Run 1, routing congestion map:
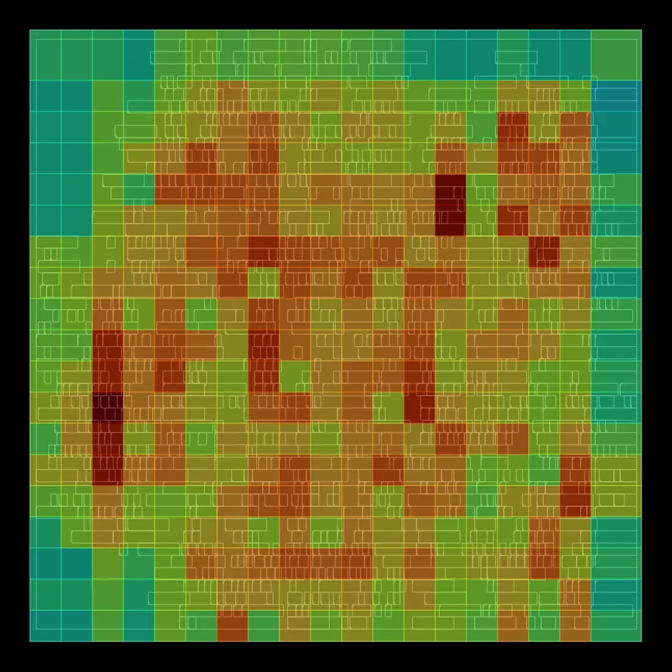
Run 1, M2 wires:
Drawn at 2 px/um.
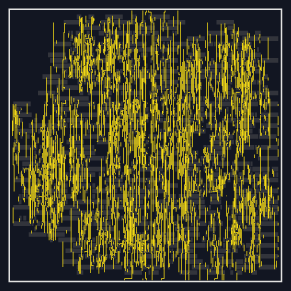
Run 1, register map, names as in the netlist:
Drawn at 3 px/um. Other sequential cells in the stronger gray, the rest of the logic in the fainter gray.
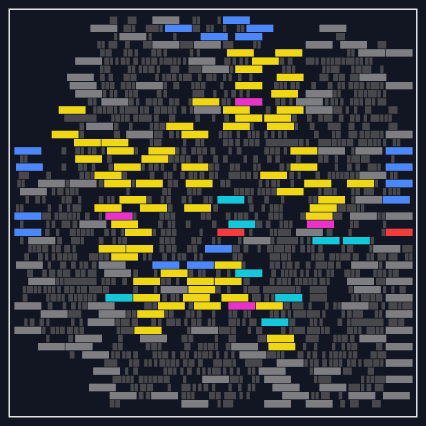
Run 1, logic cells by family:
Drawn at 3 px/um.
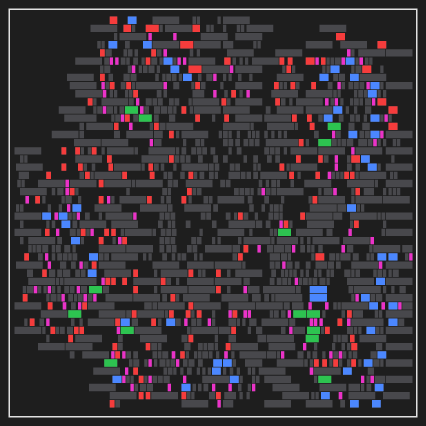
[src/rtl/bloom_frame_sched.sv]
// bloom_frame_sched: frame scheduler for a pool of blooming cores.
// Takes host frame requests and dispatches each one round-robin to an idle core.
// Each running core has a cycle counter and a watchdog. When a core ends or
// times out, one completion record is returned through a valid/ready output
// register.
module bloom_frame_sched #(
  parameter int unsigned CORE_NUM       = 4,
  parameter int unsigned CORE_IDX_WIDTH = 2,
  parameter int unsigned CNT_WIDTH      = 16,
  parameter int unsigned TIMEOUT        = 4096
) (
  input  logic                      clk,
  input  logic                      rst_n,
  input  logic                      frame_valid,
  output logic                      frame_ready,
  output logic [CORE_NUM-1:0]       core_start,
  input  logic [CORE_NUM-1:0]       core_end,
  output logic [CORE_NUM-1:0]       busy,
  output logic                      done_valid,
  input  logic                      done_ready,
  output logic [CORE_IDX_WIDTH-1:0] done_core,
  output logic [CNT_WIDTH-1:0]      done_cycles,
  output logic                      done_timeout,
  output logic [CNT_WIDTH-1:0]      frame_cnt
);

  typedef enum logic [1:0] {
    ST_IDLE   = 2'd0,
    ST_RUN    = 2'd1,
    ST_REPORT = 2'd2
  } core_st_e;

  core_st_e                  state_q      [CORE_NUM];
  logic [CNT_WIDTH-1:0]      cnt_q        [CORE_NUM];
  logic [CNT_WIDTH-1:0]      cap_cycles_q [CORE_NUM];
  logic                      cap_to_q     [CORE_NUM];

  logic [CORE_NUM-1:0]       start_q, start_d;
  logic [CORE_IDX_WIDTH-1:0] disp_ptr_q, disp_ptr_d;
  logic [CORE_IDX_WIDTH-1:0] rep_ptr_q, rep_ptr_d;
  logic [CNT_WIDTH-1:0]      frame_cnt_q;
  logic                      done_valid_q;
  logic [CORE_IDX_WIDTH-1:0] done_core_q;
  logic [CNT_WIDTH-1:0]      done_cycles_q;
  logic                      done_timeout_q;

  logic [CORE_NUM-1:0]       idle_vec, report_vec;
  logic                      grant_found, rep_found;
  logic [CORE_IDX_WIDTH-1:0] grant_idx, rep_idx, cand;
  logic                      accept, load_en;

  localparam logic [CNT_WIDTH-1:0]      TO_VAL   = CNT_WIDTH'(TIMEOUT);
  localparam logic [CORE_IDX_WIDTH-1:0] LAST_IDX = CORE_IDX_WIDTH'(CORE_NUM - 1);

  // Decode per-core state into idle / report / busy vectors
  always_comb begin
    idle_vec   = '0;
    report_vec = '0;
    for (int unsigned k = 0; k < CORE_NUM; k++) begin
      idle_vec[k]   = (state_q[k] == ST_IDLE);
      report_vec[k] = (state_q[k] == ST_REPORT);
    end
  end

  assign busy        = ~idle_vec;
  assign frame_ready = |idle_vec;
  assign accept      = frame_valid & frame_ready;
  assign load_en     = ~done_valid_q | done_ready;

  // Round-robin searches: first idle core and first reporting core, each at or after its pointer
  always_comb begin
    grant_found = 1'b0;
    grant_idx   = '0;
    rep_found   = 1'b0;
    rep_idx     = '0;
    cand        = '0;
    for (int unsigned i = 0; i < CORE_NUM; i++) begin
      cand = CORE_IDX_WIDTH'((32'(disp_ptr_q) + i) % CORE_NUM);
      if (!grant_found && idle_vec[cand]) begin
        grant_found = 1'b1;
        grant_idx   = cand;
      end
      cand = CORE_IDX_WIDTH'((32'(rep_ptr_q) + i) % CORE_NUM);
      if (!rep_found && report_vec[cand]) begin
        rep_found = 1'b1;
        rep_idx   = cand;
      end
    end
  end

  // Next start pulse vector and pointer advances
  always_comb begin
    start_d = '0;
    for (int unsigned k = 0; k < CORE_NUM; k++) begin
      start_d[k] = accept && (grant_idx == CORE_IDX_WIDTH'(k));
    end
    disp_ptr_d = (grant_idx == LAST_IDX) ? '0 : grant_idx + 1'b1;
    rep_ptr_d  = (rep_idx == LAST_IDX) ? '0 : rep_idx + 1'b1;
  end

  // Per-core FSM: IDLE -> RUN on dispatch, RUN -> REPORT on end/timeout, REPORT -> IDLE when unloaded
  always_ff @(posedge clk or negedge rst_n) begin
    if (!rst_n) begin
      for (int unsigned k = 0; k < CORE_NUM; k++) begin
        state_q[k]      <= ST_IDLE;
        cnt_q[k]        <= '0;
        cap_cycles_q[k] <= '0;
        cap_to_q[k]     <= 1'b0;
      end
    end else begin
      for (int unsigned k = 0; k < CORE_NUM; k++) begin
        case (state_q[k])
          ST_IDLE: begin
            if (start_d[k]) begin
              state_q[k] <= ST_RUN;
              cnt_q[k]   <= '0;
            end
          end
          ST_RUN: begin
            // an end pulse takes priority over a watchdog expiry in the same cycle
            if (core_end[k]) begin
              state_q[k]      <= ST_REPORT;
              cap_cycles_q[k] <= cnt_q[k];
              cap_to_q[k]     <= 1'b0;
            end else if (cnt_q[k] == TO_VAL) begin
              state_q[k]      <= ST_REPORT;
              cap_cycles_q[k] <= TO_VAL;
              cap_to_q[k]     <= 1'b1;
            end else begin
              cnt_q[k] <= cnt_q[k] + 1'b1;
            end
          end
          ST_REPORT: begin
            if (load_en && rep_found && (rep_idx == CORE_IDX_WIDTH'(k))) begin
              state_q[k] <= ST_IDLE;
            end
          end
          default: state_q[k] <= ST_IDLE;
        endcase
      end
    end
  end

  // Dispatch side: start pulse, dispatch pointer, accepted-frame counter
  always_ff @(posedge clk or negedge rst_n) begin
    if (!rst_n) begin
      start_q     <= '0;
      disp_ptr_q  <= '0;
      frame_cnt_q <= '0;
    end else begin
      start_q <= start_d;
      if (accept) begin
        disp_ptr_q  <= disp_ptr_d;
        frame_cnt_q <= frame_cnt_q + 1'b1;
      end
    end
  end

  // Completion output register: reload whenever empty or being consumed
  always_ff @(posedge clk or negedge rst_n) begin
    if (!rst_n) begin
      done_valid_q   <= 1'b0;
      done_core_q    <= '0;
      done_cycles_q  <= '0;
      done_timeout_q <= 1'b0;
      rep_ptr_q      <= '0;
    end else if (load_en) begin
      if (rep_found) begin
        done_valid_q   <= 1'b1;
        done_core_q    <= rep_idx;
        done_cycles_q  <= cap_cycles_q[rep_idx];
        done_timeout_q <= cap_to_q[rep_idx];
        rep_ptr_q      <= rep_ptr_d;
      end else begin
        done_valid_q <= 1'b0;
      end
    end
  end

  assign core_start   = start_q;
  assign frame_cnt    = frame_cnt_q;
  assign done_valid   = done_valid_q;
  assign done_core    = done_core_q;
  assign done_cycles  = done_cycles_q;
  assign done_timeout = done_timeout_q;

endmodule
[config.mk]
export PLATFORM = sky130hd
export DESIGN_NAME = bloom_frame_sched
export DESIGN_NICKNAME = d
export VERILOG_FILES = /design/src/rtl/bloom_frame_sched.sv
export SDC_FILE = /design/constraint.sdc
export NUM_CORES = 1
export LEC_CHECK = 0
export ABC_AREA = 1
export CAP_MARGIN = 10
export CORE_MARGIN = 1
export CORE_UTILIZATION = 55
export CTS_BUF_LIST = sky130_fd_sc_hd__clkbuf_2
export DETAILED_ROUTE_END_ITERATION = 10
export DONT_BUFFER_PORTS = 1
export GPL_TIMING_DRIVEN = 0
export HOLD_SLACK_MARGIN = 0.12
export PLACE_DENSITY = 0.7
export REMOVE_ABC_BUFFERS = 1
export SYNTH_ARGS = -nofsm -noshare
export SYNTH_HDL_FRONTEND = slang
export SYNTH_SLANG_ARGS = --single-unit
export TNS_END_PERCENT = 30
[constraint.sdc]
create_clock -name clk -period 3.5 [get_ports clk]
set_input_delay 0.35 -clock clk [delete_from_list [all_inputs] [get_ports clk]]
set_output_delay 0.35 -clock clk [all_outputs]
set_load 0.005 [all_outputs]
==> impl_metrics.py, run 1 <==
# Auto-generated metrics
metrics = {
    "status": {
        "outcome": "finished with violations",
        "violations": "hold timing",
    },
    "worst_setup_path": {
        "critPathLaunch": "state_q[7]",
        "path_buffers": 4,
        "endpoint": "cnt_q[29]",
    },
    "final_timing": {
        "post-route-min-period_ps": 3150,
        "hold_ws_ps": -779,
        "hold_viol": 184,
        "fmax_ghz": 0.318,
    },
    "power_and_ir_drop": {
        "vdd_drop_max_mv": 0.474,
        "p_comb_share_pct": 48.0,
        "pwr-share-clk_pct": 15.0,
        "p_leak_nw": 4.67,
        "swShare_pct": 48.7,
    },
    "finish": {
        "final-nonclk-buf-share_pct": 0.920,
        "nMultiInputCombCells": 868,
        "areaGrowthSynthToFinish_pct": 4.31,
        "nonClockInverterCount": 116,
    },
    "synth": {
        "synth_adder_area_share_pct": 1.79,
        "ys.flops": 184,
        "synthFlopType": "dfrtp_1",
    },
    "floorplanning": {
        "io_pins": 53,
    },
    "grt": {
        "overflow": 0,
        "busiest_layer": "met2",
        "grt_start_max_net_pins": 185,
    },
    "clocking": {
        "cts-buffers-inserted": 17,
    },
    "placed_design": {
        "dp_cells": 1394,
    },
}
-- 'routing congestion map' (at the start) --
GRT Overall Usage: 26.7%
GR Layer Usage met1: 36.9%
final core occ: 58.8%

-- 'M2 wires' (at the start) --
share of all routed wire: 46%
nets with wire on the layer: 971
M2 GR Usage: 41.8%
via count: 8242
drt total wl: 23400 um

-- 'register map, names as in the netlist' (at the start) --
legend:
  `state_q`:
    color: cyan
    placed_flops: 8
  `done_cycles`:
    color: blue
    placed_flops: 16
  `cap_cycles_q`:
    color: yellow
    placed_flops: 64
  `done_core`:
    color: red
    placed_flops: 2
  `cap_to_q`:
    color: magenta
    placed_flops: 4
P_seq: 0.00314 W
sequential cell area share: 45.1%
register area: 4600 um2

-- 'logic cells by family' (at the start) --
legend:
  inverting AOI/OAI gates:
    color: red
    cells: 140
    most_used: o21ai_0
    where: all over the die
  XOR/XNOR gates:
    color: blue
    cells: 52
    most_used: xor2_1
    where: all over the die
  inverters:
    color: magenta
    cells: 116
    most_used: inv_1
    where: all over the die
  adder and majority cells:
    color: green
    cells: 14
    most_used: ha_1
Comb/total area: 44.0%
Commonest Layout Cell: nand2_1

==> run 2: changes to the inputs <==
--- a/config.mk
+++ b/config.mk
@@ -9,7 +9,7 @@
 export CAP_MARGIN = 10
 export CORE_MARGIN = 1
 export CORE_UTILIZATION = 55
-export CTS_BUF_LIST = sky130_fd_sc_hd__clkbuf_2
+export CTS_CLUSTER_SIZE = 10
 export DETAILED_ROUTE_END_ITERATION = 10
 export DONT_BUFFER_PORTS = 1
 export GPL_TIMING_DRIVEN = 0
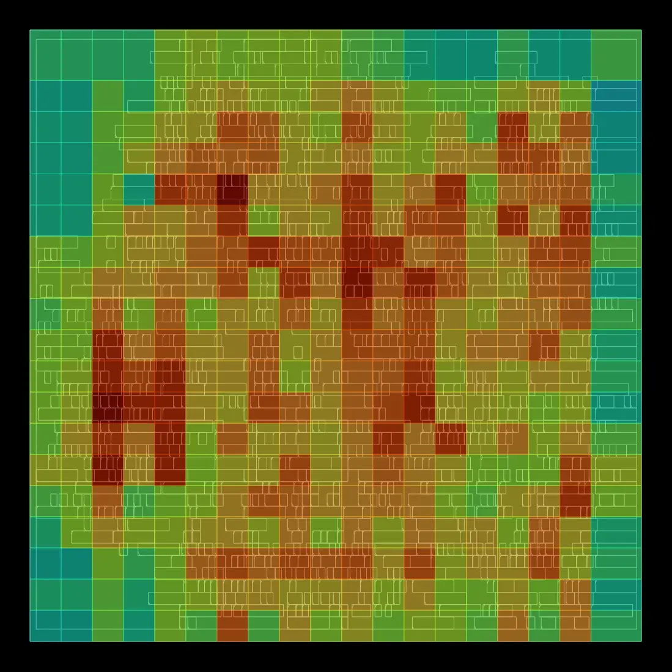
Run 2: routing congestion map
final core occ: 60.6%
GRT Max-Usage Layer: met2
met3 Use GR: 4.94%
post-detailed-route wirelength per cell: 16.5 um

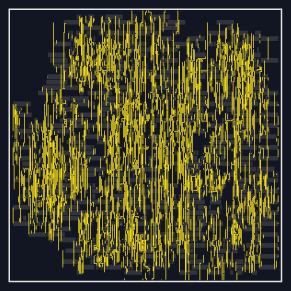
Run 2: M2 wires
Drawn at 2 px/um.
nets with wire on the layer: 975
main direction: vertical
longest straight run: 43.2 um
wire length on this layer: 10900 um
M2 GR Usage: 42.1%
via count: 8248

==> run 2 against run 1 <==
Net effect: the flow still finishes with violations (hold timing); combinational power is essentially flat; global-route usage grew 0.34 points; critical path depth shrank 7; sequential power is essentially flat; power grew 11%; maximum frequency shrank 2.5%; sequential cell count is the same; critical endpoint is now state_q[3].
==> impl_metrics.py, run 2 <==
# Auto-generated metrics
metrics = {
    "status": {
        "outcome": "finished with violations",
        "violations": "hold timing",
    },
    "final_timing": {
        "hold_viol": 184,
        "post-route-min-period_ps": 3230,
        "hold_ws_ps": -397,
    },
    "finish": {
        "final-nonclk-buf-share_pct": 0.511,
        "areaGrowthSynthToFinish_pct": 7.63,
        "nMultiInputCombCells": 868,
        "nonClockInverterCount": 116,
        "lay_top_count": "nand2_1",
    },
    "worst_setup_path": {
        "path_buffers": 2,
        "critPathLaunch": "rep_ptr_q[0]",
    },
    "grt": {
        "grt_start_max_net_pins": 185,
        "grtUsageTotal_pct": 27.1,
    },
    "floorplanning": {
        "io_pins": 53,
    },
    "power_and_ir_drop": {
        "pwr-share-clk_pct": 22.9,
        "p_comb_share_pct": 43.5,
    },
    "synth": {
        "synthFlopType": "dfrtp_1",
        "ys.flops": 184,
        "synth_adder_area_share_pct": 1.79,
    },
}
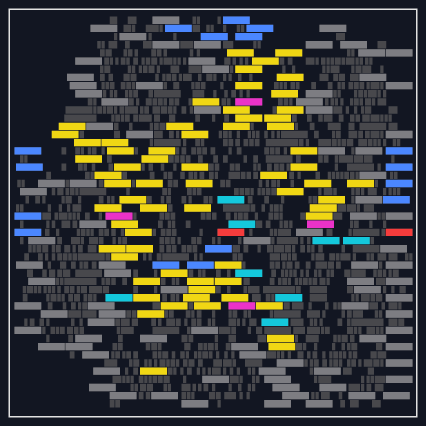
Run 2: register map, names as in the netlist
Drawn at 3 px/um. Other sequential cells in the stronger gray, the rest of the logic in the fainter gray.
legend:
  `cap_to_q`:
    color: magenta
    placed_flops: 4
  `state_q`:
    color: cyan
    placed_flops: 8
  `cap_cycles_q`:
    color: yellow
    placed_flops: 64
  `done_cycles`:
    color: blue
    placed_flops: 16
  `done_core`:
    color: red
    placed_flops: 2
not colored: 90
sequential cell area share: 43.7%
P_seq: 0.00315 W

==> run 3: changes to the inputs <==
--- a/config.mk
+++ b/config.mk
@@ -15,6 +15,7 @@
 export GPL_TIMING_DRIVEN = 0
 export HOLD_SLACK_MARGIN = 0.12
 export PLACE_DENSITY = 0.7
+export RECOVER_POWER = 100
 export REMOVE_ABC_BUFFERS = 1
 export SYNTH_ARGS = -nofsm -noshare
 export SYNTH_HDL_FRONTEND = slang
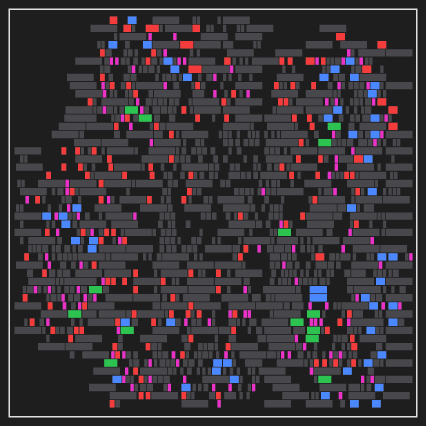
Run 3: logic cells by family
Drawn at 3 px/um.
legend:
  inverters:
    color: magenta
    cells: 116
    most_used: inv_1
    where: all over the die
  adder and majority cells:
    color: green
    cells: 14
    most_used: ha_1
  inverting AOI/OAI gates:
    color: red
    cells: 140
    most_used: o21ai_0
    where: all over the die
  XOR/XNOR gates:
    color: blue
    cells: 52
    most_used: xor2_1
    where: all over the die
Comb/total area: 42.6%
Final Instance Count excl. Fillers: 1431

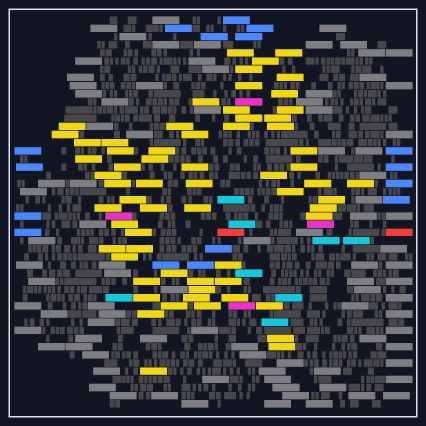
Run 3: register map, names as in the netlist
Drawn at 3 px/um. Other sequential cells in the stronger gray, the rest of the logic in the fainter gray.
legend:
  `state_q`:
    color: cyan
    placed_flops: 8
  `cap_cycles_q`:
    color: yellow
    placed_flops: 64
  `done_core`:
    color: red
    placed_flops: 2
  `done_cycles`:
    color: blue
    placed_flops: 16
  `cap_to_q`:
    color: magenta
    placed_flops: 4
sequential cell area share: 43.8%
P_seq: 0.00314 W
final core occ: 60.6%

==> run 3 against run 2 <==
Net effect: the run still ends with hold timing left; wire length is the same; synthesized cell count is the same; sequential power hardly changed; highest routed layer unchanged; critical endpoint unchanged.
==> impl_metrics.py, run 3 <==
# Auto-generated metrics
metrics = {
    "worst_setup_path": {
        "path_buffers": 2,
        "endpoint": "state_q[3]",
    },
    "finish": {
        "nonClockInverterCount": 116,
        "areaGrowthSynthToFinish_pct": 7.55,
        "ff_latch_area_um2": 4600,
        "nMultiInputCombCells": 868,
        "lay_top_count": "nand2_1",
    },
    "status": {
        "outcome": "finished with violations",
        "violations": "hold timing",
    },
    "final_timing": {
        "fmax_ghz": 0.311,
        "post-route-min-period_ps": 3220,
        "rsz0062_at_grt": "true",
        "hold_viol": 184,
        "hold_ws_ps": -395,
    },
    "synth": {
        "synth_chip_area_um2": 9780,
        "synthFlopType": "dfrtp_1",
        "synth_adder_area_share_pct": 1.79,
        "ys.flops": 184,
    },
    "power_and_ir_drop": {
        "p_comb_share_pct": 43.5,
        "vdd_drop_max_mv": 0.647,
        "pwr-share-clk_pct": 23.0,
        "swShare_pct": 45.2,
        "p_leak_nw": 4.80,
    },
    "detailed_routing": {
        "wl_um": 23600,
        "vias": 8252,
    },
    "grt": {
        "grt_start_max_net_pins": 185,
        "overflow": 0,
        "gr-usage-met2_pct": 42.1,
    },
    "floorplanning": {
        "io_pins": 53,
    },
    "placed_design": {
        "dp_cells": 1394,
    },
}
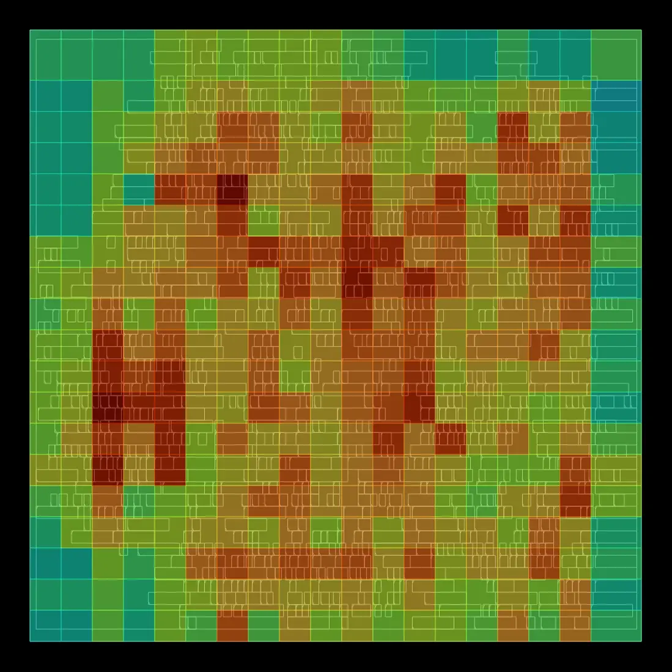
Run 3: routing congestion map
GR Layer Usage met1: 36.9%
GRT Overall Usage: 27.1%

Power and IR drop assume default switching activity.
